**Track usage over the die**

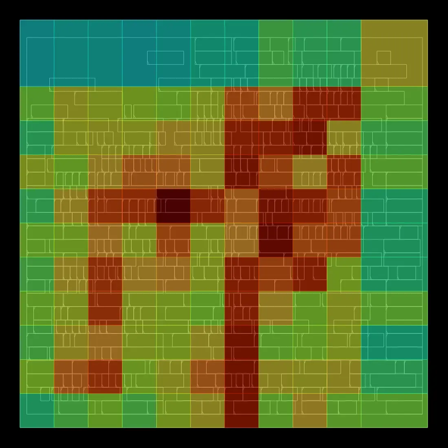
**Cell area per tile**

The bar under the picture is 20 um long. 8 x 8 tiles, from black (low) to pale yellow (high), 0 to 100% covered.
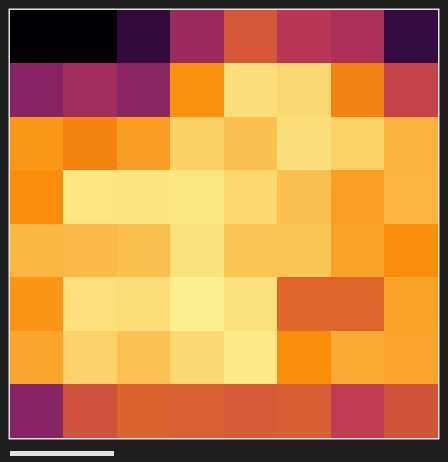
**Signal metal coverage by tile**

The bar under the picture is 20 um long. 16 x 16 tiles, from black (low) to pale yellow (high), scaled to the fullest tile. Values are wire area over tile area, all layers added.
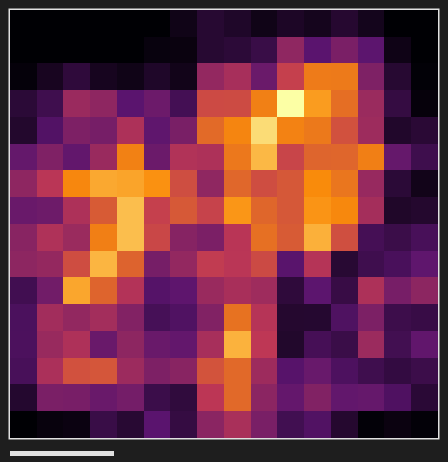
**Signal wires on met2**

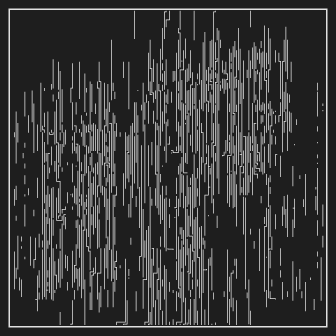
**The metal 1 layer**

The bar under the picture is 20 um long.
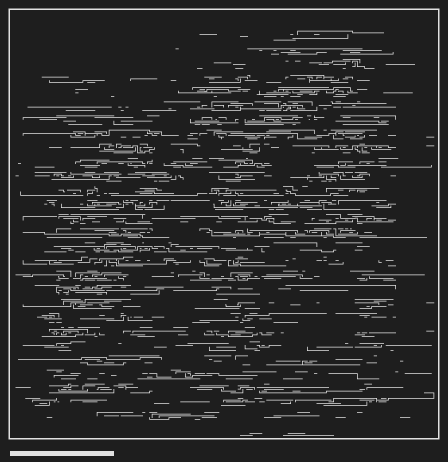
File: config.mk
export PLATFORM = sky130hd
export DESIGN_NAME = fetch_stage
export DESIGN_NICKNAME = d
export VERILOG_FILES = /design/src/rtl/fetch_stage.sv
export SDC_FILE = /design/constraint.sdc
export NUM_CORES = 1
export LEC_CHECK = 0
export ABC_AREA = 1
export ABC_CLOCK_PERIOD_IN_PS = 1400
export CORE_UTILIZATION = 42
export CTS_CLUSTER_DIAMETER = 150
export CTS_CLUSTER_SIZE = 40
export DETAILED_ROUTE_END_ITERATION = 10
export HOLD_SLACK_MARGIN = 0.02
export PLACE_DENSITY = 0.82
export SETUP_SLACK_MARGIN = 0.1
export SYNTH_ARGS = -nofsm -noshare
export SYNTH_HDL_FRONTEND = slang
export SYNTH_SLANG_ARGS = --single-unit
export TNS_END_PERCENT = 100
File: constraint.sdc
create_clock -name clk -period 1.4 [get_ports clk]
set_input_delay 0.14 -clock clk [delete_from_list [all_inputs] [get_ports clk]]
set_output_delay 0.14 -clock clk [all_outputs]
set_load 0.1 [all_outputs]
File: src/rtl/fetch_stage.sv
// ----------------------------------------------------------------------------
// fetch_stage
//
// Instruction fetch stage for the 16-bit pipeline.
// - A program counter drives the instruction memory address.
// - The word returned in the same cycle is registered into the decode pipeline
//   register, together with the address it came from.
//
// Ports
//   clk          in   system clock, all state changes on the rising edge
//   rst_n        in   asynchronous active-low reset
//   freeze       in   stall from hazard logic; the fetch stage holds
//   update_pc    in   branch/jump redirect; loads new_pc and flushes fetch
//   new_pc       in   redirect target, sampled while update_pc=1
//   imem_addr    out  current PC (combinational) to the instruction memory
//   imem_data    in   instruction word at imem_addr (asynchronous read)
//   instr_out    out  registered instruction for the decode stage
//   pc_out       out  registered address of the word held in instr_out
//   instr_valid  out  instr_out holds a fetched word rather than a bubble
//   halted       out  fetch stopped by a HLT instruction (reflects FSM state)
//   fetch_count  out  saturating count of valid words issued
//
// Flow control
//   There is no ready input. freeze=1 means the consumer cannot accept a new
//   word, so instr_out/pc_out/instr_valid are held until freeze drops.
//   update_pc takes priority over freeze and over the halted state. A word
//   is issued on every edge where the stage is running, not frozen and not
//   redirected.
// ----------------------------------------------------------------------------
module fetch_stage #(
    parameter int ADDR_W   = 10,
    parameter int RESET_PC = 0
) (
    input  logic              clk,
    input  logic              rst_n,
    input  logic              freeze,
    input  logic              update_pc,
    input  logic [ADDR_W-1:0] new_pc,
    output logic [ADDR_W-1:0] imem_addr,
    input  logic [15:0]       imem_data,
    output logic [15:0]       instr_out,
    output logic [ADDR_W-1:0] pc_out,
    output logic              instr_valid,
    output logic              halted,
    output logic [15:0]       fetch_count
);

    // ISA opcode pieces, matching the shared instruction-set definitions.
    // The opcode field is instr[15:9] = {class[4:0], sub[1:0]}.
    localparam logic [4:0] OP_CLASS_NPHLT = 5'b11110;
    localparam logic [4:0] OP_CLASS_HLT   = 5'b11111;
    localparam logic [1:0] OP_SUB_NOP     = 2'b00;

    localparam logic [15:0] BUBBLE  = {OP_CLASS_NPHLT, OP_SUB_NOP, 9'b0};
    localparam logic [6:0]  HALT_OP = {OP_CLASS_HLT, OP_SUB_NOP};

    localparam logic [ADDR_W-1:0] PC_RST = ADDR_W'(RESET_PC);

    // FSM encoding
    localparam logic [0:0] ST_RUN    = 1'b0;
    localparam logic [0:0] ST_HALTED = 1'b1;

    logic [0:0]        state_q, state_d;
    logic [ADDR_W-1:0] pc_q, pc_d;
    logic [15:0]       instr_q, instr_d;
    logic [ADDR_W-1:0] pc_out_q, pc_out_d;
    logic              valid_q, valid_d;
    logic [15:0]       count_q, count_d;

    logic              is_halt_word;
    logic [15:0]       count_inc;

    assign is_halt_word = (imem_data[15:9] == HALT_OP);

    // Saturating increment: the counter sticks at all-ones.
    assign count_inc = (count_q == 16'hFFFF) ? count_q : count_q + 16'd1;

    always_comb begin
        state_d  = state_q;
        pc_d     = pc_q;
        instr_d  = instr_q;
        pc_out_d = pc_out_q;
        valid_d  = valid_q;
        count_d  = count_q;

        if (update_pc) begin
            // Redirect wins over freeze and over the halted state.
            // pc_out is left as-is because the bubble carries no address.
            pc_d    = new_pc;
            instr_d = BUBBLE;
            valid_d = 1'b0;
            state_d = ST_RUN;
        end else if (state_q == ST_HALTED) begin
            // Emit bubbles forever; freeze has no effect here.
            instr_d = BUBBLE;
            valid_d = 1'b0;
        end else if (!freeze) begin
            instr_d  = imem_data;
            pc_out_d = pc_q;
            valid_d  = 1'b1;
            count_d  = count_inc;
            if (is_halt_word) begin
                // The HLT word itself is issued, but the PC parks on it.
                state_d = ST_HALTED;
            end else begin
                // Wraps modulo 2^ADDR_W by width truncation.
                pc_d = pc_q + ADDR_W'(1);
            end
        end
    end

    always_ff @(posedge clk or negedge rst_n) begin
        if (!rst_n) begin
            state_q  <= ST_RUN;
            pc_q     <= PC_RST;
            instr_q  <= BUBBLE;
            pc_out_q <= '0;
            valid_q  <= 1'b0;
            count_q  <= '0;
        end else begin
            state_q  <= state_d;
            pc_q     <= pc_d;
            instr_q  <= instr_d;
            pc_out_q <= pc_out_d;
            valid_q  <= valid_d;
            count_q  <= count_d;
        end
    end

    assign imem_addr   = pc_q;
    assign instr_out   = instr_q;
    assign pc_out      = pc_out_q;
    assign instr_valid = valid_q;
    assign halted      = (state_q == ST_HALTED);
    assign fetch_count = count_q;

endmodule
==> flow_summary.json <==
{
  "cts.path.max_buffers": 2,
  "insertion_delay_ps": 310,
  "logic_area_um2": 1390,
  "aoi_share": 0.0897,
  "drive_gt1_frac": 0.392,
  "cts_max_level": 2,
  "mux_share": 0,
  "io_buffers": 83,
  "highest_layer": "met4",
  "drcViolationCount": 0,
  "clock-sinks": 54,
  "met1_length_um": 3170,
  "postLayoutCellArea_um2": 4940,
  "skew_ps": 7.20,
  "ys_cells": 340,
  "crit_type": "flop to flop",
  "instances_no_fill": 539,
  "ys_area_um2": 2720,
  "use_met3": 0.0516,
  "outcome": "finished with violations",
  "setup_slack_ps": -50.0,
  "buffers_excl_clock": 124,
  "reg2reg_to": "fetch_count[14]",
  "placed_area_um2": 4600,
  "num-fill-cells": 333,
  "power.largest_group": "combinational logic",
  "most_common_cell": "nand2_1",
  "comb_cell_power_uw": 2840,
  "top_logic_kind": "simple AND/OR/NAND/NOR gates",
  "fin_tns_setup_ps": -202,
  "failed_checks": "negative setup slack",
  "tritoncts": "done",
  "crit_top_cell": "nand2_1",
  "ys.flops": 54,
  "wl_met3_um": 595,
  "nWellTaps": 75,
  "p_seq_frac": 0.332,
  "grt-ovfl-total": 0,
  "p_switching_uw": 2570,
  "setup_violations": 11,
  "initCoreUtil": 0.446,
  "top_cells_by_area": "dfrtp_1, nand2_1, nand3_1",
  "ys_warn_count": 0,
  "final_cell_mix": "nand2_1, buf_12, buf_4, clkdlybuf4s50_1, dfrtp_4",
  "cts_root_buf": "clkbuf_8",
  "simple_gate_area_frac": 0.317,
  "pwr-share-clk": 0.209,
  "arrival_ps": 1660,
  "final_nets": 495,
  "worstPathMaxFanout": 3,
  "syn_nets": 372,
  "final_max_slew_viol_count": 0,
  "cp.depth": 8,
  "finalCritPeriodShare": 1.04,
  "wl_met2_um": 4470,
  "die_w_um": 82.5,
  "dp.cells": 522,
  "path_clk_slew_ps": 100,
  "ff2ff_setup_slack_ps": -50,
  "comb_area_frac": 0.281,
  "ys_seq_frac": 0.499,
  "end_kind": "flop"
}
## Picture notes: 'track usage over the die'
GR Layer Usage met2: 0.453
Util after Layout: 0.811
GR peak layer: met2
Total Routing Usage GR: 0.255
met1 Resource Use GR: 0.300

## Picture notes: 'cell area per tile'
The fullest tile reaches 97%. The mean over all tiles is 71%. 63% of the tiles are over 75% full. The emptiest ninth of the die: north-west.

## Picture notes: 'signal metal coverage by tile'
The fullest tile reaches 0.59. 7.8% of the tiles are nearly empty. The emptiest ninth of the die: north-west. 25% of the tiles are over half the peak. The mean over all tiles is 0.20.

## Picture notes: 'signal wires on met2'
The wires run mostly vertical. The layer holds 53% of the routed length. 428 nets have wire on it. The longest straight run is 28.9 um.
vias after detailed routing: 2,863
Routed WL: 8440 um

## Picture notes: 'the metal 1 layer'
The longest straight run is 22.1 um. The wires run mostly horizontal. The layer holds 38% of the routed length. 426 nets have wire on it.

Power is estimated from default activity; no workload was simulated.
